## src/rtl/fcvt_pkg.sv

```systemverilog
// fcvt_pkg: shared types and constants for the float/int conversion pipeline.
package fcvt_pkg;

  typedef enum logic {
    FTOI = 1'b0,
    ITOF = 1'b1
  } fcvt_op_e;

  localparam int FP_BIAS = 127;

  localparam logic [31:0] INT_MAX = 32'h7FFF_FFFF;
  localparam logic [31:0] INT_MIN = 32'h8000_0000;

  // Tag width stored in the S1 register; the top-level TAG_W must match it.
  localparam int FCVT_TAG_W = 6;

  // FTOI exponent thresholds (biased exponent field).
  // e >= 158 (u >= 31) saturates; this also covers Inf/NaN (e = 255) and
  // -2^31 (0xCF000000), whose negative saturation value is exactly INT_MIN.
  localparam logic [7:0] FTOI_EXP_SAT   = 8'(FP_BIAS + 31);
  // e <= 125 (u <= -2) always rounds to zero.
  localparam logic [7:0] FTOI_EXP_ZERO  = 8'(FP_BIAS - 2);
  // e = 126 (u = -1) corresponds to an alignment shift of zero.
  localparam logic [7:0] FTOI_EXP_SHIFT = 8'(FP_BIAS - 1);

  // ITOF: a magnitude with its MSB at bit 31 has exponent bias + 31.
  localparam logic [7:0] ITOF_EXP_BASE  = 8'(FP_BIAS + 31);

  // S1 pipeline register.
  //   FTOI: mant = integer part, guard = first dropped bit, sticky = rest.
  //   ITOF: mant[23:0] = normalised 24-bit significand, guard/sticky below it,
  //         exp = unrounded biased exponent.
  typedef struct packed {
    fcvt_op_e              op;
    logic                  sign;
    logic                  is_zero;
    logic                  is_sat;
    logic [31:0]           mant;
    logic                  guard;
    logic                  sticky;
    logic [7:0]            exp;
    logic [FCVT_TAG_W-1:0] tag;
  } fcvt_s1_t;

endpackage

```

## src/rtl/fcvt_pipe_lzc32.sv

```systemverilog
// lzc32: combinational 32-bit leading-zero counter; count = 32 for zero input.
module lzc32 (
  input  logic [31:0] value,
  output logic [5:0]  count
);

  // Scan from LSB to MSB so the highest set bit wins.
  always_comb begin
    count = 6'd32;
    for (int i = 0; i < 32; i++) begin
      if (value[i]) count = 6'(31 - i);
    end
  end

endmodule

```

## src/rtl/fcvt_pipe.sv

```systemverilog
// fcvt_pipe: 2-stage elastic float<->int converter with tag passthrough.
module fcvt_pipe
  import fcvt_pkg::*;
#(
  parameter int TAG_W = FCVT_TAG_W
) (
  input  logic             clk,
  input  logic             rstn,
  input  logic             flush,
  input  logic             in_valid,
  output logic             in_ready,
  input  logic             in_op,
  input  logic [31:0]      in_data,
  input  logic [TAG_W-1:0] in_tag,
  output logic             out_valid,
  input  logic             out_ready,
  output logic [31:0]      out_data,
  output logic [TAG_W-1:0] out_tag
);

  logic     s1_valid;
  logic     s2_valid;
  logic     s1_adv;
  logic     s2_adv;
  fcvt_s1_t s1_d;
  fcvt_s1_t s1_q;

  // Handshake: in_ready depends only on valid bits, out_ready and flush.
  assign s2_adv    = ~s2_valid | out_ready;
  assign s1_adv    = ~s1_valid | s2_adv;
  assign in_ready  = s1_adv & ~flush;
  assign out_valid = s2_valid;

  // ---------------- S1 datapath ----------------
  logic [7:0]  f_exp;
  logic [4:0]  f_shamt;
  logic [55:0] f_aligned;
  logic [31:0] i_mag;
  logic [5:0]  i_lzc;
  logic [31:0] i_norm;

  assign f_exp = in_data[30:23];

  lzc32 u_lzc (
    .value (i_mag),
    .count (i_lzc)
  );

  // Alignment for both directions; out-of-range FTOI shifts are masked by flags.
  always_comb begin
    f_shamt   = 5'(f_exp - FTOI_EXP_SHIFT);
    // aligned = value * 2^24: bits [55:24] integer part, [23] guard, [22:0] sticky
    f_aligned = {32'd0, 1'b1, in_data[22:0]} << f_shamt;
    i_mag     = in_data[31] ? (32'd0 - in_data) : in_data;
    i_norm    = i_mag << i_lzc;
  end

  // Decode and special-case flags for the S1 register.
  always_comb begin
    s1_d      = '0;
    s1_d.op   = fcvt_op_e'(in_op);
    s1_d.sign = in_data[31];
    s1_d.tag  = FCVT_TAG_W'(in_tag);
    if (s1_d.op == FTOI) begin
      s1_d.is_sat  = (f_exp >= FTOI_EXP_SAT);
      s1_d.is_zero = (f_exp <= FTOI_EXP_ZERO);
      s1_d.mant    = f_aligned[55:24];
      s1_d.guard   = f_aligned[23];
      s1_d.sticky  = |f_aligned[22:0];
    end else begin
      s1_d.is_zero = (in_data == 32'd0);
      s1_d.mant    = {8'd0, i_norm[31:8]};
      s1_d.guard   = i_norm[7];
      s1_d.sticky  = |i_norm[6:0];
      s1_d.exp     = ITOF_EXP_BASE - {2'b00, i_lzc};
    end
  end

  // S1 register: loads on an input transfer, empties on flush.
  always_ff @(posedge clk or negedge rstn) begin
    if (!rstn) begin
      s1_valid <= 1'b0;
      s1_q     <= '0;
    end else if (flush) begin
      s1_valid <= 1'b0;
    end else if (s1_adv) begin
      s1_valid <= in_valid;
      if (in_valid) s1_q <= s1_d;
    end
  end

  // ---------------- S2 datapath ----------------
  logic [31:0] ftoi_mag;
  logic        itof_rnd;
  logic        itof_carry;
  logic [22:0] itof_frac;
  logic [31:0] result;

  // Round, apply sign, saturate or pack.
  always_comb begin
    // Ties away from zero: only the first dropped bit matters.
    ftoi_mag   = s1_q.mant + 32'(s1_q.guard);
    // Ties to even on the 24-bit significand. The hidden bit is always 1,
    // so a carry out of the fraction means the significand overflowed.
    itof_rnd   = s1_q.guard & (s1_q.sticky | s1_q.mant[0]);
    itof_frac  = s1_q.mant[22:0] + 23'(itof_rnd);
    itof_carry = (&s1_q.mant[22:0]) & itof_rnd;
    result     = 32'd0;
    if (s1_q.op == FTOI) begin
      if (s1_q.is_sat)
        result = s1_q.sign ? INT_MIN : INT_MAX;
      else if (s1_q.is_zero)
        result = 32'd0;
      else
        result = s1_q.sign ? (32'd0 - ftoi_mag) : ftoi_mag;
    end else begin
      if (s1_q.is_zero)
        result = 32'd0;
      else
        result = {s1_q.sign, s1_q.exp + 8'(itof_carry), itof_frac};
    end
  end

  // S2 / output register: holds data and tag while stalled.
  always_ff @(posedge clk or negedge rstn) begin
    if (!rstn) begin
      s2_valid <= 1'b0;
      out_data <= 32'd0;
      out_tag  <= '0;
    end else if (flush) begin
      s2_valid <= 1'b0;
    end else if (s2_adv) begin
      s2_valid <= s1_valid;
      if (s1_valid) begin
        out_data <= result;
        out_tag  <= TAG_W'(s1_q.tag);
      end
    end
  end

endmodule

```

## config.mk

```make
export PLATFORM = sky130hd
export DESIGN_NAME = fcvt_pipe
export DESIGN_NICKNAME = d
export VERILOG_FILES = /design/src/rtl/fcvt_pkg.sv /design/src/rtl/fcvt_pipe_lzc32.sv /design/src/rtl/fcvt_pipe.sv
export SDC_FILE = /design/constraint.sdc
export NUM_CORES = 1
export LEC_CHECK = 0
export CAP_MARGIN = 0
export CORE_ASPECT_RATIO = 1.2
export CORE_MARGIN = 4
export CORE_UTILIZATION = 37
export DETAILED_ROUTE_END_ITERATION = 10
export RECOVER_POWER = 50
export SYNTH_ARGS = -nofsm -noshare
export SYNTH_HDL_FRONTEND = slang
export SYNTH_SLANG_ARGS = --single-unit
```

## constraint.sdc

```tcl
create_clock -name clk -period 3.2 [get_ports clk]
set_input_delay 0.96 -clock clk [delete_from_list [all_inputs] [get_ports clk]]
set_output_delay 0.96 -clock clk [all_outputs]
set_load 0.01 [all_outputs]
```

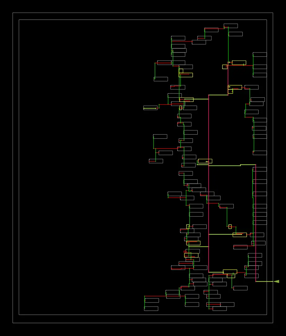
(run_1/final_clocks.png)
clk_lat worst skew: 0.36 ns
clk_skew: 0.0132 ns
CTS buffer count: 9
clk pwr: 1.01 mW

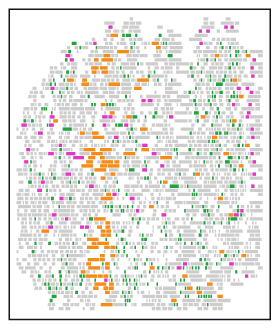
(run_1/gate_families.png)
Drawn at 1.5 px/um.
[green] NAND gates | cells: 338 | most used: nand2_1 | where: all over the die
[magenta] AND-OR and OR-AND gates | cells: 69 | most used: o21a_1
[orange] multiplexers | cells: 102 | most used: mux2i_1

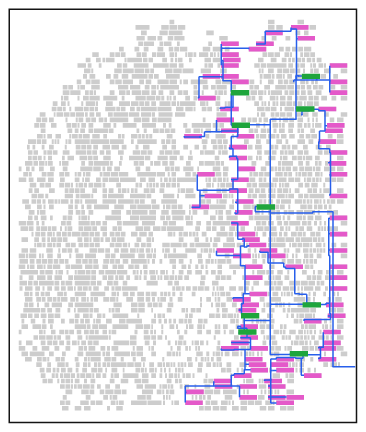
(run_1/clock_map.png)
Drawn at 2 px/um.
[green] cells driving clock nets | count: 9
[blue] clock wires | length: 1,220 um
[magenta] flip-flops | count: 91
routed clock nets: 10

==> impl_metrics.yaml, run 1 <==
# flow metrics
cts:
  clock-sinks: 91
  cts_hold_buf: 0
  post_cts_resized: 239
  clockRootBuffer: "clkbuf_16"
  clk_transition_reported_paths_ns: 0.07
  cts_setup_buffers: 55
  cts_tree: "done"
floorplanning:
  fp_util: 0.374
  fp.dieH_um: 206
  die_w_um: 173
  core_area_sq_mm: 0.0323
  rows: 72
worst_setup_path:
  reg2regPathDepth: 14
  r2r-start: "s1_q[17]"
  cp-start-kind: "input pin"
  cp_common_cell: "or4_4"
  critPathKind: "input pin to flop"
  endpoint: "s1_q[19]"
  critPathArrivalTime_ns: 4.93
  rrSetupSlack_ns: -0.05
  slowest_delay_ns: 0.57
  crit_chain: "buf_6 -> or4_4 -> or4_4 -> or4_4 -> o41a_1 -> a2bb2oi_2 -> a31o_4 -> or2_4 -> buf_8 -> a31oi_4 -> a311oi_4 -> buf_4 -> mux2_4 -> a22oi_2 -> o21ai_1"
  startpoint: "in_data[7]"
  critical_path_depth: 15
  slowest_stage: "or4_4"
status:
  status: "finished with violations"
  failed_checks: "max-capacitance violations, max-slew violations, negative setup slack"
worst_hold_path:
  min_from: "s1_q[2]"
  hp-class: "flop to flop"
  min_to: "s1_q[2]"
  worstHoldPathCells: 2
layout:
  biggestCellCategory: "combinational gates"
  nets: 2263
  nNonClkInverters: 35
  comb_cells: 1382
  lay_top_cells: "537 x buf_4, 189 x nand2_1, 135 x nor2_1"
  fillers: 2903
  stdcell_area_sq_mm: 0.0195
  antenna_cells: 0
  seq_cell_count: 91
  final_cells: 2619
  largest_reg_flops: 51
  final-clk-cell-share: 0.0143
  top_regs: "s1_q x51, out_data x32, out_tag x6"
  logic_area_sq_mm: 0.0105
  combAreaFraction: 0.539
  flop_area_sq_mm: 0.00228
  nonClkBufAreaFrac: 0.296
  drive_above_1_share: 0.405
yosys:
  synth-edff-count: 0
  synth_cell_types: 102
  yosys.area_share.simple: 0.265
  synthesis.instances: 1662
  adder_share: 0.0124
  largest_area_cell: "dfrtp_1"
  synth_flop_count: 91
  synthesis.nets: 1718
  synthXorXnorAreaFrac: 0.0725
  synthTopLogicFamily: "AND-OR/OR-AND gates"
  syn-cell-area_sq_mm: 0.0121
  yosys_cells: 1662
  ys_seq_share: 0.189
  top_cell_area_share: 0.189
grt:
  grt_pass1_wl_um: 87100
  antenna_found_initial: 0
  overflow: 0
  use_met1: 0.328
  grt_pass1_vias: 15569
  use_met2: 0.559
sta:
  rsz0062_at_grt: "true"
  final.setup.worst_slack_ns: -1.51
  final_max_slew_viol_count: 33
  setup_viol: 35
  hold_viol_final: 0
  min_period_ns: 4.71
  max_freq_ghz: 0.212
power_and_ir_drop:
  power_frac_seq: 0.217
  p_clk_frac: 0.139
  p_switching_mw: 3.07
  p_comb_mw: 4.71
  powerSeq_mw: 1.59
  p_comb_frac: 0.644
  switching_share: 0.420
  irDropWorstVdd_v: 0.000327
  power_leader: "combinational cells"
  internal_power_mw: 4.24
  leakagePower_nw: 8.16
flow_run:
  drv_cap: 1
  warnings: 32
route:
  drtAntennaViolNets: 0
  dr_wl_met2_um: 28300
  top_layer: "met4"
  drt_iter0_markers: 1255
  num_vias: 15704
placed_design:
  port_buffers: 83
  post-place-ws_ns: -2.48
  gp_congestion: 1.02
==> run_1/metal_stack.png <==
Drawn at 1.5 px/um.
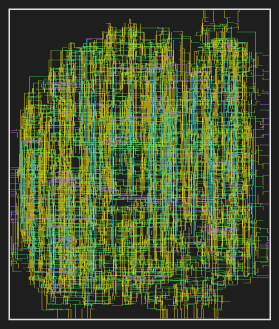

==> run 2, diff against run 1 <==
clock period = 5.22 ns   (was 3.2 ns; I/O delays follow)
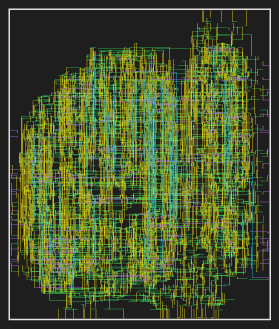
(run_2/metal_stack.png)
Drawn at 1.5 px/um.
[purple] met3 | wire length: 2,820 um
[green] met1 | wire length: 19,700 um
[yellow] met2 | wire length: 25.8 mm
[cyan] met4 | wire length: 3,800 um

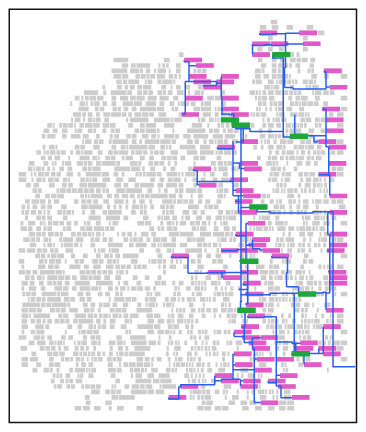
(run_2/clock_map.png)
Drawn at 2 px/um.
[magenta] flip-flops | count: 91
[green] cells driving clock nets | count: 9
[blue] clock wires | length: 1,290 um
routed clock nets: 10

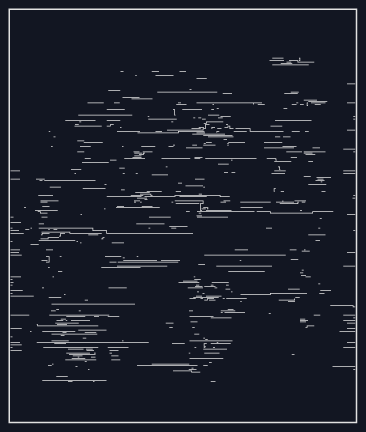
(run_2/met3.png)
Drawn at 2 px/um.
share of all routed wire: 5.4%
wire length on this layer: 2,820 um
longest straight run: 55.7 um
main direction: horizontal
nets with wire on the layer: 300

==> impl_metrics.yaml, run 2 <==
# flow metrics
cts:
  clockRootBuffer: "clkbuf_16"
  post_cts_resized: 126
  clock_latency_ns: 0.36
  cts_setup_buffers: 24
  clockBufferDepth: 2
  htreeDepth: 3
  cts_tree: "done"
  cts_buffers: 9
  clk_transition_reported_paths_ns: 0.07
  cts_hold_buf: 0
  clock-sinks: 91
sta:
  final.setup.worst_slack_ns: -0.120
  setup_viol: 25
  slew_headroom: -1.21
  min_period_ns: 5.34
  whs_ns: 0.480
  max_freq_ghz: 0.187
  worst_pin_slew_ns: 3.32
  hold_viol_final: 0
  setup-tns-final_ns: -1.55
  finalClockSkew_ns: 0.00979
  rsz0062_at_grt: "true"
  final_max_slew_viol_count: 63
layout:
  fillers: 3112
  nonClkBufAreaFrac: 0.220
  biggestCellCategory: "combinational gates"
  lay_top_cells: "327 x buf_4, 192 x nand2_1, 137 x nor2_1"
  nNonClkInverters: 35
  antenna_cells: 0
  final-clk-cell-share: 0.0171
  final_util: 0.518
  syn_to_final_growth_pct: 38.4
  stdcell_area_sq_mm: 0.0167
  combAreaFraction: 0.588
  flop_area_sq_mm: 0.00228
  seq_cell_count: 91
  logic_area_sq_mm: 0.00982
  lay_top_count: "buf_4"
  comb_cells: 1382
  top_regs: "s1_q x51, out_data x32, out_tag x6"
  sh_seq_area: 0.136
  drive_above_1_share: 0.285
  final_cells: 2372
  largest_reg_flops: 51
  nets: 2016
grt:
  antenna_found_initial: 0
  use_met1: 0.321
  grt_pass1_wl_um: 80800
  grt_use_met3: 0.0241
  overflow: 0
  use_met2: 0.510
  grt_pass1_vias: 14346
  gr-usage-all-layers: 0.282
power_and_ir_drop:
  p_comb_mw: 2.22
  irDropWorstVdd_v: 0.000183
  p_clk_frac: 0.163
  p_comb_frac: 0.566
  internal_power_mw: 2.20
  leakagePower_nw: 6.68
  power_leader: "combinational cells"
  power.total_mw: 3.92
  p_switching_mw: 1.72
  clk-power_mw: 0.640
  power_frac_seq: 0.270
  powerSeq_mw: 1.06
  switching_share: 0.440
yosys:
  synthTopCellsByArea: "dfrtp_1 19%, nand2_1 6.2%, mux2i_1 6.1%"
  synthTopLogicFamily: "AND-OR/OR-AND gates"
  synth_cell_types: 102
  synthesis.nets: 1718
  synthArstFlopShare: 1.00
  synthXorXnorAreaFrac: 0.0725
  synth_flop_count: 91
  yosys_cells: 1662
  ys_seq_share: 0.189
  synth_top_cell_by_count: "nand2_1"
  synth-edff-count: 0
  largest_area_cell: "dfrtp_1"
  syn-cell-area_sq_mm: 0.0121
  adder_share: 0.0124
  yosys.area_share.simple: 0.265
  top_cell_area_share: 0.189
  synthesis.instances: 1662
  ys_sh_aoi: 0.299
floorplanning:
  die_w_um: 173
  fp.dieH_um: 206
  fp_util: 0.374
  core_area_sq_mm: 0.0323
  die_area_sq_mm: 0.0356
  rows: 72
worst_hold_path:
  min_to: "s1_q[4]"
  hp-class: "flop to flop"
  min_from: "s1_q[4]"
  worstHoldPathCells: 2
worst_setup_path:
  critical_path_required_ns: 5.46
  r2r_end: "out_data[24]"
  slowest_stage: "or4_4"
  critPathArrivalTime_ns: 5.58
  endpoint: "s1_q[34]"
  cp-start-kind: "input pin"
  slowest_delay_ns: 0.57
  critPathKind: "input pin to flop"
  startpoint: "in_data[6]"
  rrSetupSlack_ns: 0.86
  reg2regPathDepth: 12
  crit_chain: "buf_6 -> or4_4 -> or4_4 -> or4_4 -> o41a_1 -> a2bb2oi_2 -> a31o_4 -> buf_6 -> nor2_4 -> buf_12 -> mux2i_2 -> buf_4 -> mux2i_1 -> buf_4 -> o221ai_2 -> a31oi_1 -> a21bo_1"
  cp_common_cell: "or4_4"
  r2r-start: "s1_q[19]"
  cpLargestDelayFamily: "simple AND/OR/NAND/NOR gates"
  critical_path_depth: 17
status:
  status: "finished with violations"
  failed_checks: "max-capacitance violations, max-slew violations, negative setup slack"
route:
  dr_wl_met2_um: 25800
  top_layer: "met4"
  drt_pass1_iterations: 6
  drt_iter0_markers: 1651
  num_vias: 14795
  drtAntennaViolNets: 0
  vias_per_cell: 6.24
placed_design:
  dp_hpwl_um: 40900
  post-place-ws_ns: -1.04
  gp_congestion: 0.995
  port_buffers: 83
flow_run:
  warnings: 32
  drv_cap: 1
==> run 3, diff against run 2 <==
ABC_CLOCK_PERIOD_IN_PS = 5220   (was default)
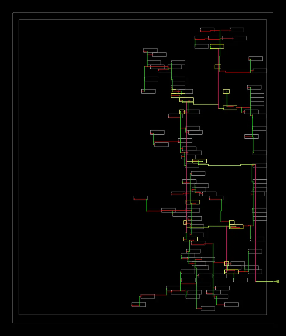
(run_3/final_clocks.png)
Clock Sink Count: 91
Flop Count: 91
Clock buffer cells: 9
clk_skew: 0.00979 ns
clk pwr: 0.640 mW

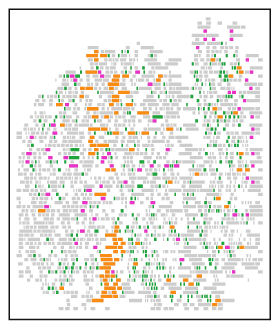
(run_3/gate_families.png)
Drawn at 1.5 px/um.
[magenta] AND-OR and OR-AND gates | cells: 69 | most used: o21a_1
[orange] multiplexers | cells: 102 | most used: mux2i_1
[green] NAND gates | cells: 338 | most used: nand2_1 | where: all over the die

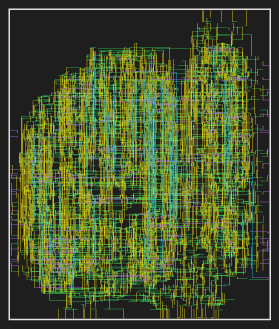
(run_3/metal_stack.png)
Drawn at 1.5 px/um.
[green] met1 | wire length: 19,700 um
[cyan] met4 | wire length: 3,800 um
[purple] met3 | wire length: 2,820 um
[yellow] met2 | wire length: 25.8 mm

==> impl_metrics.yaml, run 3 <==
# flow metrics
power_and_ir_drop:
  p_comb_frac: 0.566
  power.total_mw: 3.92
  power_leader: "combinational cells"
  power_frac_seq: 0.270
  powerSeq_mw: 1.06
  p_clk_frac: 0.163
  irDropWorstVdd_v: 0.000183
  leakagePower_nw: 6.68
  switching_share: 0.440
  p_comb_mw: 2.22
  p_switching_mw: 1.72
  internal_power_mw: 2.20
yosys:
  ys_area_sq_mm: 0.0121
  ys_sh_mux: 0.0972
  yosys.area_share.simple: 0.265
  synthArstFlopShare: 1.00
  synth_cell_types: 102
  synthTopLogicFamily: "AND-OR/OR-AND gates"
  top_cell_area_share: 0.189
  synthesis.instances: 1662
  synth-edff-count: 0
  yosysWarnings: 0
  syn-cell-area_sq_mm: 0.0121
  ys_seq_share: 0.189
  top_cells_by_count: "199 x nand2_1, 144 x nor2_1, 114 x clkbuf_1"
  ys_sh_aoi: 0.299
  synthXorXnorAreaFrac: 0.0725
  synth_flop_count: 91
  synthTopCellsByArea: "dfrtp_1 19%, nand2_1 6.2%, mux2i_1 6.1%"
  synth_top_cell_by_count: "nand2_1"
  largest_area_cell: "dfrtp_1"
  adder_share: 0.0124
  synthesis.nets: 1718
  yosys_cells: 1662
layout:
  comb_cells: 1382
  final_cells: 2372
  top_regs: "s1_q x51, out_data x32, out_tag x6"
  final_util: 0.518
  sh_seq_area: 0.136
  largest_reg_flops: 51
  n_all_buffers: 441
  combAreaFraction: 0.588
  nets: 2016
  drive_above_1_share: 0.285
  logic_area_sq_mm: 0.00982
  nonClkBufAreaFrac: 0.220
  lay_top_cells: "327 x buf_4, 192 x nand2_1, 137 x nor2_1"
  fillers: 3112
  nNonClkInverters: 35
  lay_top_count: "buf_4"
  syn_to_final_growth_pct: 38.4
  final-clk-cell-share: 0.0171
  stdcell_area_sq_mm: 0.0167
  antenna_cells: 0
  flop_area_sq_mm: 0.00228
  biggestCellCategory: "combinational gates"
floorplanning:
  fp.dieH_um: 206
  die_area_sq_mm: 0.0356
  die_w_um: 173
  rows: 72
  io_pins: 84
  core_area_sq_mm: 0.0323
  tap_cells: 407
  fp_util: 0.374
status:
  status: "finished with violations"
  failed_checks: "max-capacitance violations, max-slew violations, negative setup slack"
grt:
  grt_use_met3: 0.0241
  antenna_found_initial: 0
  use_met2: 0.510
  grt.busiest_layer: "met2"
  use_met1: 0.321
  grt_pass1_wl_um: 80800
  grt_max_degree: 63
  overflow: 0
  grt_pass1_vias: 14346
  gr-usage-all-layers: 0.282
route:
  vias_per_cell: 6.24
  wirelength_um: 52100
  drt_iter0_markers: 1651
  drt_pass1_iterations: 6
  dr_wl_met2_um: 25800
  drtAntennaViolNets: 0
  top_layer: "met4"
  num_vias: 14795
sta:
  final.setup.worst_slack_ns: -0.120
  min_period_over_period: 1.02
  setup_viol: 25
  whs_ns: 0.480
  max_freq_ghz: 0.187
  min_period_ns: 5.34
  slew_headroom: -1.21
  final_max_slew_viol_count: 63
  setup-tns-final_ns: -1.55
  hold_viol_final: 0
  worst_pin_slew_ns: 3.32
  rsz0062_at_grt: "true"
cts:
  clock_latency_ns: 0.36
  clockRootBuffer: "clkbuf_16"
  clk_transition_reported_paths_ns: 0.07
  post_cts_resized: 126
  cts_tree: "done"
  clockBufferDepth: 2
  cts_hold_buf: 0
  cts_buffers: 9
  htreeDepth: 3
  cts_setup_buffers: 24
placed_design:
  dp_hpwl_um: 40900
  post-place-ws_ns: -1.04
  port_buffers: 83
  place_inst: 2317
  gp_congestion: 0.995
  post_dp_cell_area_sq_mm: 0.0153
worst_setup_path:
  slowest_delay_ns: 0.57
  worst_setup_path_end_kind: "flop"
  startpoint: "in_data[6]"
  cp-start-kind: "input pin"
  critPathKind: "input pin to flop"
  slowest_stage: "or4_4"
  critical_path_depth: 17
  r2r-start: "s1_q[19]"
  cp_common_cell: "or4_4"
  critPathBufInv: 5
  rrSetupSlack_ns: 0.86
  endpoint: "s1_q[34]"
  cpLargestDelayFamily: "simple AND/OR/NAND/NOR gates"
  critical_path_required_ns: 5.46
  crit_chain: "buf_6 -> or4_4 -> or4_4 -> or4_4 -> o41a_1 -> a2bb2oi_2 -> a31o_4 -> buf_6 -> nor2_4 -> buf_12 -> mux2i_2 -> buf_4 -> mux2i_1 -> buf_4 -> o221ai_2 -> a31oi_1 -> a21bo_1"
  critPathArrivalTime_ns: 5.58
  reg2regPathDepth: 12
  r2r_end: "out_data[24]"
worst_hold_path:
  hp-class: "flop to flop"
  min_to: "s1_q[4]"
  min_from: "s1_q[4]"
  worstHoldPathCells: 2
flow_run:
  warnings: 32
  drv_cap: 1
Power figures rest on the tool's default switching activity, not on a simulated workload.
